File: src/rtl/credit_dispatch_tx_pkg.sv
// Shared definitions for the credit-based transmit dispatcher.
// Holds the default channel count, width and depth macros (also used by the FIFO bank top),
// the derived tag and credit-counter width helpers, and the credit-update opcode.
// No ports (package).

`ifndef CDT_NUM_FIFOS
`define CDT_NUM_FIFOS 4
`endif
`ifndef CDT_WIDTH
`define CDT_WIDTH 8
`endif
`ifndef CDT_DEPTH
`define CDT_DEPTH 4
`endif

package credit_dispatch_tx_pkg;

   localparam int unsigned DEF_NUM_FIFOS = `CDT_NUM_FIFOS;
   localparam int unsigned DEF_WIDTH     = `CDT_WIDTH;
   localparam int unsigned DEF_DEPTH     = `CDT_DEPTH;
   localparam int unsigned STALL_W       = 16;

   // Destination tag width; a single channel still needs one tag bit.
   function automatic int unsigned tag_w(input int unsigned n);
      return (n > 1) ? $clog2(n) : 1;
   endfunction

   // Credit counter width, able to hold 0..depth.
   function automatic int unsigned cnt_w(input int unsigned depth);
      return $clog2(depth + 1);
   endfunction

   // Per-cycle credit update, encoded as {take, give}.
   typedef enum logic [1:0] {
      CR_IDLE = 2'b00,
      CR_GIVE = 2'b01,
      CR_TAKE = 2'b10,
      CR_BOTH = 2'b11
   } cr_op_e;

endpackage

File: src/rtl/credit_dispatch_tx_if.sv
// Stream and FIFO-bank bundle for the credit dispatcher.
//   in_vld/in_tag/in_data/in_rdy : tagged upstream valid/ready stream
//   push/flat_data_out           : one-hot push and per-channel data to the FIFO bank
//   credit_ret                   : per-channel pop from the FIFO bank, returns a credit
// master = producer/FIFO-bank side, slave = dispatcher side.

interface credit_dispatch_tx_if
   import credit_dispatch_tx_pkg::*;
#(
   parameter int unsigned NUM_FIFOS = DEF_NUM_FIFOS,
   parameter int unsigned WIDTH     = DEF_WIDTH,
   parameter int unsigned TAGWIDTH  = tag_w(NUM_FIFOS)
);

   logic                       in_vld;
   logic [TAGWIDTH-1:0]        in_tag;
   logic [WIDTH-1:0]           in_data;
   logic                       in_rdy;
   logic [NUM_FIFOS-1:0]       push;
   logic [NUM_FIFOS*WIDTH-1:0] flat_data_out;
   logic [NUM_FIFOS-1:0]       credit_ret;

   modport master (
      output in_vld, in_tag, in_data, credit_ret,
      input  in_rdy, push, flat_data_out
   );

   modport slave (
      input  in_vld, in_tag, in_data, credit_ret,
      output in_rdy, push, flat_data_out
   );

endinterface

File: src/rtl/credit_dispatch_tx_tracker.sv
// One channel's credit counter.
//   clk, rst    : clock, synchronous active-low reset
//   take        : a word is pushed to this channel (consumes a credit)
//   give        : downstream popped a word (returns a credit)
//   has_credits : counter is non-zero (registered)
//   err         : sticky, a credit came back while the counter was already full

module tx_credit_tracker
   import credit_dispatch_tx_pkg::*;
#(
   parameter int unsigned DEPTH = DEF_DEPTH,
   parameter int unsigned CNTW  = cnt_w(DEPTH)
) (
   input  logic clk,
   input  logic rst,
   input  logic take,
   input  logic give,
   output logic has_credits,
   output logic err
);

   logic [CNTW-1:0] cnt;
   logic [CNTW-1:0] cnt_nxt;
   logic            err_nxt;
   cr_op_e          op;

   assign op = cr_op_e'({take, give});

   // Next count; a simultaneous take and give cancel out.
   always_comb begin
      cnt_nxt = cnt;
      err_nxt = err;
      case (op)
         CR_TAKE: cnt_nxt = cnt - CNTW'(1);
         CR_GIVE: begin
            if (cnt == CNTW'(DEPTH)) err_nxt = 1'b1;
            else                     cnt_nxt = cnt + CNTW'(1);
         end
         default: ;
      endcase
   end

   // has_credits is registered from the next count so it lines up with cnt.
   always_ff @(posedge clk) begin
      if (!rst) begin
         cnt         <= CNTW'(DEPTH);
         has_credits <= 1'b1;
         err         <= 1'b0;
      end else begin
         cnt         <= cnt_nxt;
         has_credits <= (cnt_nxt != '0);
         err         <= err_nxt;
      end
   end

`ifdef FORMAL
   ap_cnt_bound: assert property (@(posedge clk) disable iff (!rst) cnt <= CNTW'(DEPTH));
`endif

endmodule

File: src/rtl/credit_dispatch_tx.sv
// Credit-based transmit dispatcher: steers a tagged valid/ready stream into a bank of
// NUM_FIFOS downstream FIFOs, holding one credit per free FIFO slot so no push hits a full FIFO.
//   clk, rst    : clock, synchronous active-low reset
//   bus (slave) : upstream stream, one-hot push + flat per-channel data, credit_ret
//   has_credits : per-channel credit count non-zero
//   cr_err      : sticky, credit returned to a full counter
//   tag_err     : sticky, accepted word carried an out-of-range tag (word dropped)
//   stall_cnt   : saturating count of cycles a held word waited for a credit;
//                 built only when DISPATCH_STALL_CNT_EN is defined, otherwise tied to zero

module credit_dispatch_tx
   import credit_dispatch_tx_pkg::*;
#(
   parameter int unsigned NUM_FIFOS = DEF_NUM_FIFOS,
   parameter int unsigned WIDTH     = DEF_WIDTH,
   parameter int unsigned DEPTH     = DEF_DEPTH
) (
   input  logic                    clk,
   input  logic                    rst,
   credit_dispatch_tx_if.slave     bus,
   output logic [NUM_FIFOS-1:0]    has_credits,
   output logic                    cr_err,
   output logic                    tag_err,
   output logic [STALL_W-1:0]      stall_cnt
);

   localparam int unsigned TAGWIDTH = tag_w(NUM_FIFOS);
   localparam int unsigned CNTW     = cnt_w(DEPTH);

   logic                 hold_vld;
   logic [TAGWIDTH-1:0]  hold_tag;
   logic [WIDTH-1:0]     hold_data;

   logic [NUM_FIFOS-1:0] hold_sel_c;
   logic [NUM_FIFOS-1:0] in_sel_c;
   logic [NUM_FIFOS-1:0] push_c;
   logic [NUM_FIFOS-1:0] err_c;
   logic                 fire_c;
   logic                 accept_c;
   logic                 tag_ok_c;

   // Per-channel tag decode and credit tracking.
   for (genvar i = 0; i < NUM_FIFOS; i++) begin : g_ch
      assign hold_sel_c[i] = (hold_tag == TAGWIDTH'(i));
      assign in_sel_c[i]   = (bus.in_tag == TAGWIDTH'(i));

      tx_credit_tracker #(
         .DEPTH (DEPTH),
         .CNTW  (CNTW)
      ) u_trk (
         .clk         (clk),
         .rst         (rst),
         .take        (push_c[i]),
         .give        (bus.credit_ret[i]),
         .has_credits (has_credits[i]),
         .err         (err_c[i])
      );
   end

   // Push depends only on registered state, never on the in_* inputs.
   assign push_c   = {NUM_FIFOS{hold_vld}} & hold_sel_c & has_credits;
   assign fire_c   = |push_c;
   // A tag matching no channel is out of range.
   assign tag_ok_c = |in_sel_c;
   assign accept_c = bus.in_vld & bus.in_rdy;

   assign bus.push          = push_c;
   assign bus.in_rdy        = !hold_vld | fire_c;
   assign bus.flat_data_out = {NUM_FIFOS{hold_data}};

   // Each tracker error is already sticky.
   assign cr_err = |err_c;

   // Single-entry holding register; a bad-tag word is dropped on entry.
   always_ff @(posedge clk) begin
      if (!rst) begin
         hold_vld  <= 1'b0;
         hold_tag  <= '0;
         hold_data <= '0;
         tag_err   <= 1'b0;
      end else if (accept_c) begin
         hold_vld  <= tag_ok_c;
         hold_tag  <= bus.in_tag;
         hold_data <= bus.in_data;
         if (!tag_ok_c) tag_err <= 1'b1;
      end else if (fire_c) begin
         hold_vld  <= 1'b0;
      end
   end

`ifdef DISPATCH_STALL_CNT_EN
   // Cycles where a held word is blocked waiting for a credit.
   always_ff @(posedge clk) begin
      if (!rst) begin
         stall_cnt <= '0;
      end else if (hold_vld && !fire_c && (stall_cnt != {STALL_W{1'b1}})) begin
         stall_cnt <= stall_cnt + STALL_W'(1);
      end
   end
`else
   assign stall_cnt = '0;
`endif

`ifdef FORMAL
   ap_push_onehot: assert property (@(posedge clk) disable iff (!rst) $onehot0(push_c));
   ap_push_credit: assert property (@(posedge clk) disable iff (!rst) (push_c & ~has_credits) == '0);
`endif

endmodule

File: src/flat_wrapper.sv
// flat-port wrapper written by rule: the top's interface ports become plain ports
module credit_dispatch_tx_flat import credit_dispatch_tx_pkg::*;
#(
   parameter int unsigned NUM_FIFOS = DEF_NUM_FIFOS,
   parameter int unsigned WIDTH     = DEF_WIDTH,
   parameter int unsigned DEPTH     = DEF_DEPTH
)
  (clk, rst, has_credits, cr_err, tag_err, stall_cnt, bus_in_vld, bus_in_tag, bus_in_data, bus_credit_ret, bus_in_rdy, bus_push, bus_flat_data_out);
  credit_dispatch_tx_if #(.NUM_FIFOS(NUM_FIFOS), .WIDTH(WIDTH)) bus_i ();
  input  logic clk;
  input  logic rst;
  output logic [NUM_FIFOS-1:0] has_credits;
  output logic cr_err;
  output logic tag_err;
  output logic [STALL_W-1:0] stall_cnt;
  input wire logic [$bits(bus_i.in_vld)-1:0] bus_in_vld;
  input wire logic [$bits(bus_i.in_tag)-1:0] bus_in_tag;
  input wire logic [$bits(bus_i.in_data)-1:0] bus_in_data;
  input wire logic [$bits(bus_i.credit_ret)-1:0] bus_credit_ret;
  output wire logic [$bits(bus_i.in_rdy)-1:0] bus_in_rdy;
  output wire logic [$bits(bus_i.push)-1:0] bus_push;
  output wire logic [$bits(bus_i.flat_data_out)-1:0] bus_flat_data_out;
  assign bus_i.in_vld = bus_in_vld;
  assign bus_i.in_tag = bus_in_tag;
  assign bus_i.in_data = bus_in_data;
  assign bus_i.credit_ret = bus_credit_ret;
  assign bus_in_rdy = bus_i.in_rdy;
  assign bus_push = bus_i.push;
  assign bus_flat_data_out = bus_i.flat_data_out;
  credit_dispatch_tx #(.NUM_FIFOS(NUM_FIFOS), .WIDTH(WIDTH), .DEPTH(DEPTH)) u_core (.clk(clk), .rst(rst), .bus(bus_i), .has_credits(has_credits), .cr_err(cr_err), .tag_err(tag_err), .stall_cnt(stall_cnt));
endmodule
File: config.mk
export PLATFORM = sky130hd
export DESIGN_NAME = credit_dispatch_tx_flat
export DESIGN_NICKNAME = d
export VERILOG_FILES = /design/src/rtl/credit_dispatch_tx_pkg.sv /design/src/rtl/credit_dispatch_tx_if.sv /design/src/rtl/credit_dispatch_tx_tracker.sv /design/src/rtl/credit_dispatch_tx.sv /design/src/flat_wrapper.sv
export SDC_FILE = /design/constraint.sdc
export NUM_CORES = 1
export LEC_CHECK = 0
export ABC_AREA = 1
export CAP_MARGIN = 40
export CORE_AREA = 8 8 105 107
export CTS_CLUSTER_DIAMETER = 100
export DETAILED_ROUTE_END_ITERATION = 10
export DIE_AREA = 0 0 113 115
export GPL_TIMING_DRIVEN = 0
export PLACE_DENSITY = 0.48
export SLEW_MARGIN = 20
export SYNTH_ARGS = -nofsm -noshare
export SYNTH_HDL_FRONTEND = slang
export SYNTH_HIERARCHICAL = 1
export SYNTH_SLANG_ARGS = --single-unit
File: constraint.sdc
create_clock -name clk -period 5.4 [get_ports clk]
set_clock_uncertainty 0.2 [all_clocks]
set_input_delay 1.08 -clock clk [delete_from_list [all_inputs] [get_ports clk]]
set_output_delay 1.08 -clock clk [all_outputs]
set_load 0.03 [all_outputs]
==> images/clk_routes.png <==
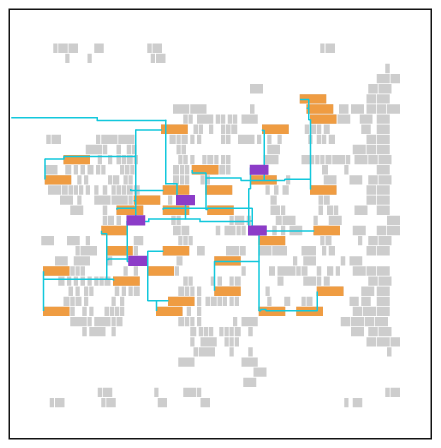
flip-flops -> orange  # count 32
clock wires -> cyan  # length 488 µm
clock drivers -> purple  # count 5
routed clock nets = 6
Power Clock: 0.171 mW
Late-Pin Clk Latency: 0.28 ns
Clk network pwr share: 23.1%

==> images/clocks.png <==
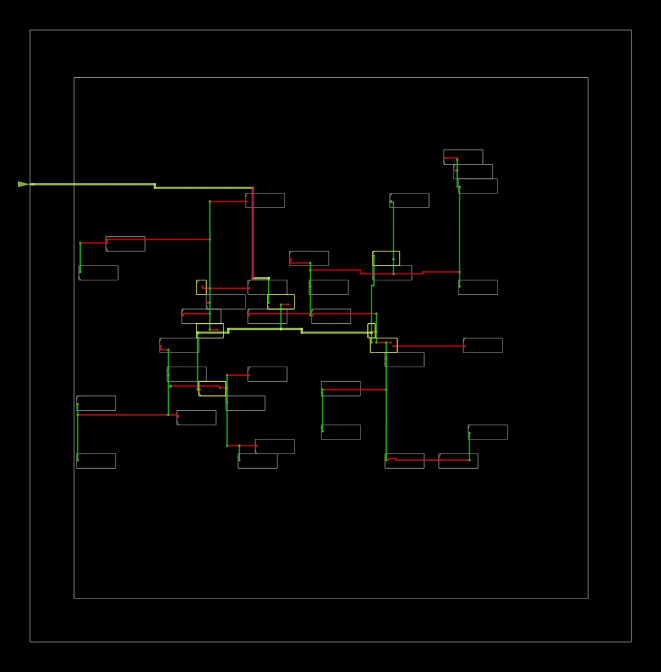
Clock Sink Count: 32
sequential cells: 32
CTS buffer count: 5
number of clock buffer instances in the layout: 6

==> images/layer_met1.png <==
Supply wires on this layer in grey.
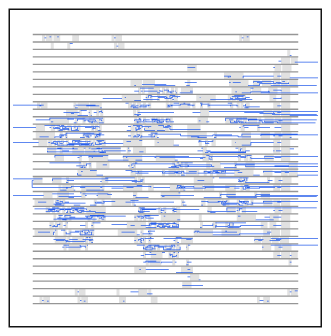
longest straight run = 41.9 µm
main direction = horizontal
wire length on this layer = 2,630 µm
nets with wire on the layer = 393
share of all routed wire = 50%
met1 Resource Use GR: 10.09%
total vias in the final route: 2,048
final wirelength: 5224 µm

==> images/placement_by_type.png <==
Bar = 20 µm.
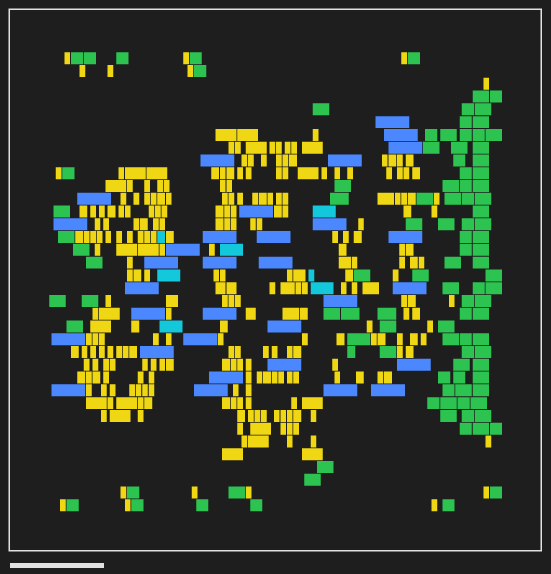
combinational and other logic -> yellow  # cells 278, share of their area 44%
sequential cells -> blue  # cells 32, share of their area 21%
clock drivers and dummy loads -> cyan  # cells 7, share of their area 2.6%
remaining buffers and delay cells -> green  # cells 104, share of their area 32%
fraction of standard cell area that is sequential: 20.50%
Placement Rows: 36

==> images/sizes.png <==
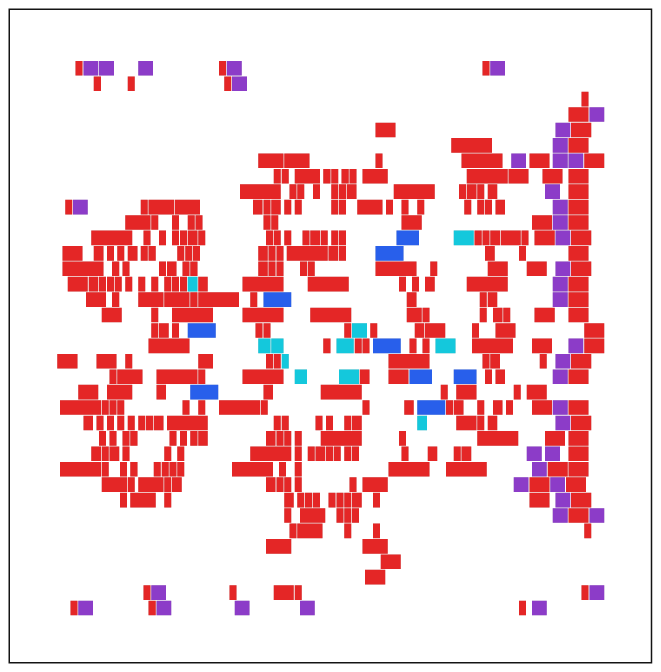
_3 and _4 cells -> purple  # cells 40, share 9.5%
_0 and _1 cells -> red  # cells 361, share 86%
_2 cells -> cyan  # cells 11, share 2.6%
_6 and larger -> blue  # cells 9, share 2.1%
final critical-path setup slack: 2.093 ns
Area growth, synth to finish: 38.41%
final cell area excluding filler cells: 3124 µm²

==> out/qor.log <==
[synth] Synth Area in XOR/XNOR 0%
[min_path] min-delay worst type register to register
[clock_network] deepest clock path buffer count 2
[worst_setup_path] endpoint arrival time on the critical path 2.03 ns
[worst_setup_path] critical register-to-register path startpoint u_core/hold_tag[1]
[global_routing] via count of the first global-routing pass 1,849
[final_layout] Net count, final 458
[placement] worst slack after detailed placement 2.360 ns
[placement] Cells after DPL 528
[worst_setup_path] CP Capture Type output pin
[worst_setup_path] path depth of the worst reg2reg path 10
[synth] cells in synth_stat.txt 340
[timing] number of failing setup endpoints in the final timing report 0
[floorplanning] Ports 76
[worst_setup_path] maximum fanout along the worst path 10
[synth] fraction of the mapped netlist area in compound gates 7.373%
[power_and_ir_drop] net load switching power 0.2671 mW
[final_layout] core utilization of the finished layout 33.03%
[detailed_routing] starting DRC count in detailed routing 63
[worst_setup_path] total stage count of the critical path 6
[power_and_ir_drop] Peak VDD IR 83.37 µV
[synth] Main area contributors sky130_fd_sc_hd__dfxtp_1 28%, sky130_fd_sc_hd__nand2_1 16%, sky130_fd_sc_hd__buf_4 13%
[floorplanning] overall die width 113 µm
[power_and_ir_drop] combinational share of power 39.5%
[power_and_ir_drop] switching power as a share of total power 35.98%
[synth] combinational family with the most area after synthesis buffers and inverters
[final_layout] Reg area 640.6 µm²
[placement] gp weighted congestion 0.7694
[global_routing] gr busiest metal met2
[timing] Worst Max-Slew Pin Slew 0.5020 ns
[flow_run] # Max-Cap Violations 0
[power_and_ir_drop] overall power after layout 0.7423 mW
[synth] most instantiated cells after synthesis 94 x sky130_fd_sc_hd__nand2_1, 66 x sky130_fd_sc_hd__inv_1, 40 x sky130_fd_sc_hd__buf_4, 32 x sky130_fd_sc_hd__dfxtp_1, 30 x sky130_fd_sc_hd__a21oi_1
[synth] synthesized instance count 340
[synth] synthesized area per cell 6.639 µm²
[final_layout] multi-input gate share of the layout cell area 34.20%
[final_layout] final std cells w/o fill 535
[timing] unrepaired setup endpoints after global routing false
[final_layout] number of filler instances in the final layout 1,040
[synth] post-synthesis instance area 2257 µm²
[placement] count of buffers from port buffering 59
[detailed_routing] total DRC errors in the routed layout 0
[floorplanning] floorplan die area 13,000 µm²
[floorplanning] die outline height 115 µm
[worst_setup_path] number of buffers and inverters on the critical path 2
[run_status] run status completed
[final_layout] inverter count 67
[global_routing] met3 global-route usage 3.361%
[timing] final hold violation count 0
[synth] share of synthesized area occupied by flip-flops and latches 28.38%
[final_layout] Comb gates 211
[worst_setup_path] Critical R2R Capture u_core/g_ch[2].u_trk/has_credits
[clock_network] CTS H-Tree Depth 2
[clock_network] hold buffer count at CTS 0
[synth] dominant register cell sky130_fd_sc_hd__dfxtp_1
[timing] final count of pins violating max slew 0
[placement] detailed placer's ending HPWL 4301 µm
[timing] Period Utilization, post-route 61.24%
[clock_network] CTS tree yes
[min_path] Min-Delay Startpoint u_core/tag_err
[worst_setup_path] CP most frequent cell sky130_fd_sc_hd__nor2_2
[worst_setup_path] largest stage delay on the critical path 0.69 ns
[detailed_routing] Pre-Repair DR Iteration Count 4
[flow_run] tool warnings 38
[worst_setup_path] cell-by-cell listing of the critical path nand2_1 -> nor2_2 -> nor2_2 -> nand3_2 -> buf_6 -> clkdlybuf4s50_1
[timing] maximum clock frequency 0.3024 GHz
[placement] placed cell area 3047 µm²
[clock_network] clock slew at the register clock pins of the worst setup and hold paths 0.07 ns
[worst_setup_path] critical path data required time 4.12 ns
[final_layout] most common library cell in the layout ignoring fill and taps sky130_fd_sc_hd__nand2_1
[power_and_ir_drop] leakage power summed over all cells 1.683 nW
[worst_setup_path] worst reg-to-reg setup slack 3.47 ns
[worst_setup_path] worst setup path startpoint u_core/hold_tag[0]
[detailed_routing] Avg Vias per Cell 3.828
## power by group through the flow
| stage | clock network, mW | registers, mW | logic, mW |
|---|---|---|---|
| 5_1_grt | 0.195 | 0.282 | 0.322 |
| 2_1_floorplan | 0 | 0.297 | 0.185 |
| 6_report | 0.171 | 0.278 | 0.293 |
| 4_1_cts | 0.182 | 0.279 | 0.296 |
| 3_5_place_dp | 0 | 0.284 | 0.295 |
| 3_3_place_gp | 0 | 0.283 | 0.294 |
## state kept, by name (all words and copies together), names as in the netlist
signal / cells
u_core/g_ch.u_trk/err: 4
u_core/g_ch.u_trk/cnt: 12
u_core/hold_tag: 2
u_core/hold_data: 8
u_core/tag_err: 1
u_core/g_ch.u_trk/has_credits: 4
u_core/hold_vld: 1
Power figures rest on the tool's default switching activity, not on a simulated workload.
